final_placement.png
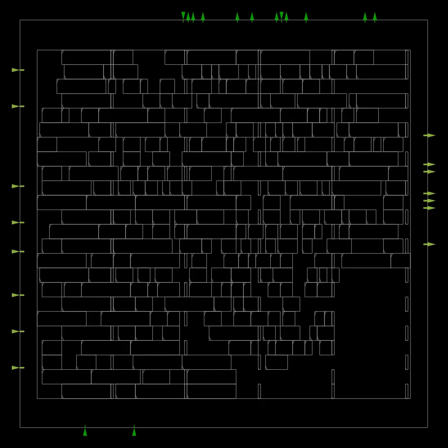
registers.png
The bar under the picture is 20 um long.
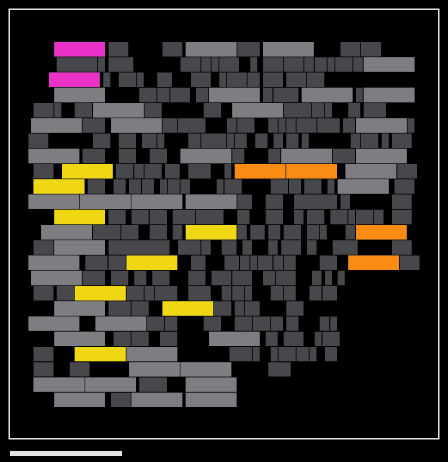
cell_classes.png
The bar under the picture is 20 um long. Fill, decap, tap and diode cells in gray.
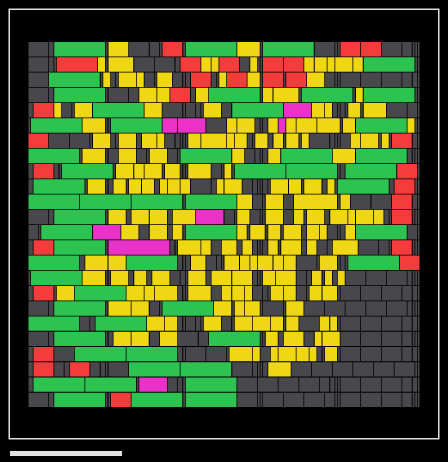
metal_stack.png
The bar under the picture is 20 um long.
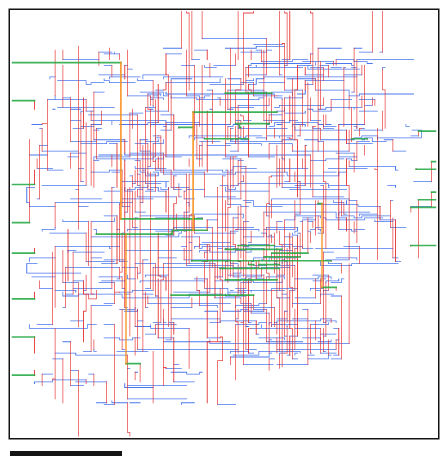
`config.mk`:
```
export PLATFORM = sky130hd
export DESIGN_NAME = seg_monitor
export DESIGN_NICKNAME = d
export VERILOG_FILES = /design/src/rtl/seg_monitor.sv
export SDC_FILE = /design/constraint.sdc
export NUM_CORES = 1
export LEC_CHECK = 0
export ABC_CLOCK_PERIOD_IN_PS = 8100
export CAP_MARGIN = 15
export CORE_MARGIN = 3
export CORE_UTILIZATION = 55
export CTS_CLUSTER_DIAMETER = 100
export DETAILED_ROUTE_END_ITERATION = 7
export PLACE_DENSITY = 0.82
export SYNTH_ARGS = -nofsm -noshare
export SYNTH_HDL_FRONTEND = slang
export SYNTH_SLANG_ARGS = --single-unit
```
`constraint.sdc`:
```
create_clock -name clk -period 8.1 [get_ports clk]
set_input_delay 1.62 -clock clk [delete_from_list [all_inputs] [get_ports clk]]
set_output_delay 1.62 -clock clk [all_outputs]
set_load 0.05 [all_outputs]
```
`src/rtl/seg_monitor.sv`:
```
// Seven-segment bus checker: synchronises and debounces the segment lines, decodes each settled
// pattern to a hex digit and checks that digits follow the counter sequence, counting F->0 wraps.
module seg_monitor #(
    parameter int unsigned STABLE_CYCLES = 4,
    parameter int unsigned ACTIVE_LOW    = 0,
    parameter int unsigned WRAP_W        = 8
) (
    input  logic              clk,
    input  logic              rst,
    input  logic [7:0]        seg_in,
    input  logic              en,
    input  logic              clr_err,
    output logic [3:0]        value,
    output logic              dp_out,
    output logic              valid,
    output logic              pattern_ok,
    output logic              bad_pat,
    output logic              seq_err,
    output logic [WRAP_W-1:0] wrap_cnt
);

    localparam int unsigned CntW = (STABLE_CYCLES > 1) ? $clog2(STABLE_CYCLES) : 1;
    localparam logic [CntW-1:0] StabMax = CntW'(STABLE_CYCLES - 1);
    localparam logic [7:0] PolMask = (ACTIVE_LOW != 0) ? 8'hFF : 8'h00;

    typedef enum logic [1:0] {StEmpty, StTrack, StSettling} state_e;

    state_e            state_q, state_d;
    logic [7:0]        s1_q, s1_d, s2_q, s2_d, cand_q, cand_d, acc_q, acc_d;
    logic [CntW-1:0]   stab_q, stab_d;
    logic [3:0]        value_q, value_d, ref_q, ref_d;
    logic              dp_q, dp_d, valid_q, valid_d, pat_ok_q, pat_ok_d;
    logic              bad_q, bad_d, seq_q, seq_d, ref_valid_q, ref_valid_d;
    logic [WRAP_W-1:0] wrap_q, wrap_d;

    logic       accept, dec_ok, legal;
    logic [3:0] dec_digit;

    always_comb begin
        dec_ok    = 1'b1;
        dec_digit = 4'h0;
        case (cand_q[6:0])
            7'h3F: dec_digit = 4'h0;
            7'h06: dec_digit = 4'h1;
            7'h5B: dec_digit = 4'h2;
            7'h4F: dec_digit = 4'h3;
            7'h66: dec_digit = 4'h4;
            7'h6D: dec_digit = 4'h5;
            7'h7D: dec_digit = 4'h6;
            7'h07: dec_digit = 4'h7;
            7'h7F: dec_digit = 4'h8;
            7'h6F: dec_digit = 4'h9;
            7'h77: dec_digit = 4'hA;
            7'h7C: dec_digit = 4'hB;
            7'h39: dec_digit = 4'hC;
            7'h5E: dec_digit = 4'hD;
            7'h79: dec_digit = 4'hE;
            7'h71: dec_digit = 4'hF;
            default: dec_ok = 1'b0;
        endcase
    end

    assign accept = en && (s2_q == cand_q) && (stab_q == StabMax) &&
                    ((state_q == StEmpty) || (cand_q != acc_q));
    // dp must be lit exactly on the F->0 step
    assign legal  = (dec_digit == ref_q + 4'd1) && (cand_q[7] == (ref_q == 4'hF));

    always_comb begin
        s1_d        = seg_in ^ PolMask;
        s2_d        = s1_q;
        cand_d      = cand_q;
        stab_d      = stab_q;
        acc_d       = acc_q;
        state_d     = state_q;
        value_d     = value_q;
        dp_d        = dp_q;
        valid_d     = 1'b0;
        pat_ok_d    = pat_ok_q;
        bad_d       = bad_q;
        seq_d       = seq_q;
        wrap_d      = wrap_q;
        ref_d       = ref_q;
        ref_valid_d = ref_valid_q;

        if (clr_err) begin
            bad_d       = 1'b0;
            seq_d       = 1'b0;
            wrap_d      = '0;
            ref_valid_d = 1'b0;
        end

        if (s2_q != cand_q) begin
            cand_d = s2_q;
            stab_d = '0;
        end else if (!en) begin
            stab_d = '0;
        end else if (stab_q != StabMax) begin
            stab_d = stab_q + 1'b1;
        end

        unique case (state_q)
            StEmpty:    if (accept) state_d = StTrack;
            StTrack:    if (s2_q != cand_q) state_d = StSettling;
            StSettling: if (accept || ((s2_q != cand_q) && (s2_q == acc_q))) state_d = StTrack;
            default:    state_d = StEmpty;
        endcase

        // Accept events are applied after the clear so that they win over clr_err
        if (accept) begin
            acc_d = cand_q;
            if (dec_ok) begin
                valid_d  = 1'b1;
                value_d  = dec_digit;
                dp_d     = cand_q[7];
                pat_ok_d = 1'b1;
                if (ref_valid_q) begin
                    if (!legal) begin
                        seq_d = 1'b1;
                    end else if ((ref_q == 4'hF) && (wrap_d != '1)) begin
                        wrap_d = wrap_d + 1'b1;
                    end
                end
                ref_d       = dec_digit;
                ref_valid_d = 1'b1;
            end else begin
                bad_d    = 1'b1;
                pat_ok_d = 1'b0;
            end
        end
    end

    always_ff @(posedge clk or posedge rst) begin
        if (rst) begin
            state_q     <= StEmpty;
            s1_q        <= '0;
            s2_q        <= '0;
            cand_q      <= '0;
            acc_q       <= '0;
            stab_q      <= '0;
            value_q     <= '0;
            dp_q        <= 1'b0;
            valid_q     <= 1'b0;
            pat_ok_q    <= 1'b0;
            bad_q       <= 1'b0;
            seq_q       <= 1'b0;
            wrap_q      <= '0;
            ref_q       <= '0;
            ref_valid_q <= 1'b0;
        end else begin
            state_q     <= state_d;
            s1_q        <= s1_d;
            s2_q        <= s2_d;
            cand_q      <= cand_d;
            acc_q       <= acc_d;
            stab_q      <= stab_d;
            value_q     <= value_d;
            dp_q        <= dp_d;
            valid_q     <= valid_d;
            pat_ok_q    <= pat_ok_d;
            bad_q       <= bad_d;
            seq_q       <= seq_d;
            wrap_q      <= wrap_d;
            ref_q       <= ref_d;
            ref_valid_q <= ref_valid_d;
        end
    end

    assign value      = value_q;
    assign dp_out     = dp_q;
    assign valid      = valid_q;
    assign pattern_ok = pat_ok_q;
    assign bad_pat    = bad_q;
    assign seq_err    = seq_q;
    assign wrap_cnt   = wrap_q;

endmodule

```
==> results.json <==
{
  "insertion_delay_ns": 0.31,
  "min_to": "s2_q[4]$_DFF_PP0_",
  "cts_resized": 0,
  "cts.sinks": 54,
  "fp_util_pct": 59.65,
  "avgSynthCellArea_um2": 10.80,
  "ctsLongestPathBuffers": 2,
  "synth-edff-count": 0,
  "drcViolationCount": 0,
  "swShare_pct": 23.00,
  "ys_chip_area_um2": 2723,
  "setup.worst_path.start": "clr_err",
  "cts_max_level": 2,
  "drt-initial-drc-count": 125,
  "ant_nets": 0,
  "ir_drop_uv": 204.5,
  "synthToLayoutAreaGrowth_pct": 15.40,
  "leakage_nw": 1.322,
  "p_comb_mw": 0.0335,
  "syn_nets": 267,
  "grt_overflow": 0,
  "slew_violations": 0,
  "ys_seq_share_pct": 49.63,
  "grt_antenna_before_repair": 0,
  "cts_root_buf": "clkbuf_8",
  "startpoint_type": "input port",
  "place.gp.congestion": 0.8459,
  "wl_um": 5154,
  "intPower_mw": 0.3845,
  "vias_per_cell": 5.652,
  "outcome": "complete, no violations",
  "critPathMostFrequentCell": "and3_1",
  "crit_path_max_fanout": 15,
  "hp-start": "s1_q[4]$_DFF_PP0_",
  "drive_above_1_share_pct": 9.225
}
Notes on final_placement.png above:
Core Util, Final: 68.83%
Seq/total area: 43.01%
# rows: 24
core area: 4564 um^2
flop count: 54

Notes on registers.png above:
Yellow stands for acc_q, flops 8, where middle left. Orange stands for ref_q, flops 4, where middle right. Magenta stands for stab_q, flops 2.
FF/Latch Area: 1351 um^2
Sequential Power: 0.287 mW

Notes on cell_classes.png above:
Yellow stands for all other logic, cells 180. Red stands for other buffers and delay cells, cells 29. Magenta stands for clock drivers and dummy loads, cells 8. Green stands for flip-flops, cells 54.
fin area: 3142 um^2

Notes on metal_stack.png above:
Orange stands for met4, wire length 87.0 um. Blue stands for met1, wire length 2340 um. Green stands for met3, wire length 243 um. Red stands for met2, wire length 2480 um.
Vias: 1899
GRT Total Usage: 19.31%
drt wl/cell: 15.34 um

==> cells in the mapped netlist (3+ instances only) <==
| cell | n | area share, % |
|---|---|---|
| dfrtp_1 | 54 | 50 |
| xnor2_1 | 23 | 7.4 |
| nand2_1 | 14 | 1.9 |
| clkbuf_1 | 13 | 1.8 |
| xor2_1 | 12 | 3.9 |
| mux2_2 | 11 | 4.5 |
| nand3_1 | 11 | 2.0 |
| nand4_1 | 9 | 2.1 |
| nor2_1 | 9 | 1.2 |
| nor2b_1 | 9 | 2.1 |
| inv_1 | 7 | 0.97 |
| nor3_1 | 6 | 1.1 |
| o21ai_0 | 6 | 1.1 |
| a21oi_1 | 5 | 0.92 |
| a211oi_1 | 4 | 1.1 |
| and3_1 | 4 | 0.92 |
| buf_2 | 4 | 0.74 |
| and4_1 | 3 | 0.97 |
| ha_1 | 3 | 1.4 |
| nand2b_1 | 3 | 0.69 |
| o21a_1 | 3 | 0.83 |
| o22ai_1 | 3 | 0.69 |
==> registers in the layout (all words and copies together), names as in the netlist, 2 cells and up <==
name and flops:
s2_q 8, state_q 2, ref_q 4, s1_q 8
acc_q 8, wrap_cnt 8, cand_q 8, stab_q 2
==> kinds of logic after synthesis <==
group | Yosys count | share of synthesized area [%]
buffers and inverters | 25 | 3.631
flip-flops | 54 | 49.63
adder cells (fa/ha/maj) | 3 | 1.379
AND/OR/NAND/NOR | 84 | 18.43
XOR/XNOR | 35 | 11.26
AND-OR/OR-AND | 36 | 9.560
multiplexers | 15 | 6.112
==> worst register-to-register path, cell delays in order (launching register included) <==
cell and delay (ns):
dfrtp_1 0.57, or3_4 0.48, or4_4 0.51, o22ai_1 0.18, a211oi_1 0.09, nor4_4 0.54, nand2_1 0.19, mux2_1 0.34
==> through the flow <==
stage | setup slack (ns) | area [um^2] | utilization, % | instances | power, mW
3_5_place_dp | 3.628 | 3012 | 65.98 | 327 | 0.3244
3_3_place_gp | 3.715 | 3012 | 65.98 | 327 | 0.3233
4_1_cts | 3.965 | 3122 | 68.39 | 335 | 0.5026
5_1_grt | 3.716 | 3142 | 68.83 | 336 | 0.5212
2_1_floorplan | 4.353 | 2723 | - | 252 | 0.3136
6_report | 3.966 | 3142 | 68.83 | 336 | 0.4994
==> placed cells by master (no fill, tap or decap), types with 3 or more instances in the layout <==
master,count
a211oi_1,4
a21oi_1,5
and3_1,4
and4_1,3
clkbuf_8,5
clkdlybuf4s50_1,28
dfrtp_1,54
ha_1,3
inv_1,6
mux2_2,11
nand2_1,14
nand2b_1,3
nand3_1,11
nand4_1,9
nor2_1,9
nor2b_1,9
nor3_1,6
o21a_1,3
o21ai_0,6
o22ai_1,3
xnor2_1,23
xor2_1,12
==> cell type report <==
type | count | area [um^2]
Clock inverter | 2 | 37.54
Clock buffer | 6 | 72.57
Sequential cell | 54 | 1351
Timing Repair Buffer | 29 | 300.3
Multi-Input combinational cell | 173 | 1272
Inverter | 7 | 26.28
Tap cell | 65 | 81.33
Fill cell | 342 | 1423
==> metal layers <==
metal	global-route usage, %	share of wire (%)	vias up
met5	0	0	-
met4	6.703	1.7	0
met3	3.664	4.7	9
met2	30.40	48	54
met1	26.82	45	912
li1	-	-	924
No activity file was given, so power comes from the tool's default toggle rates.
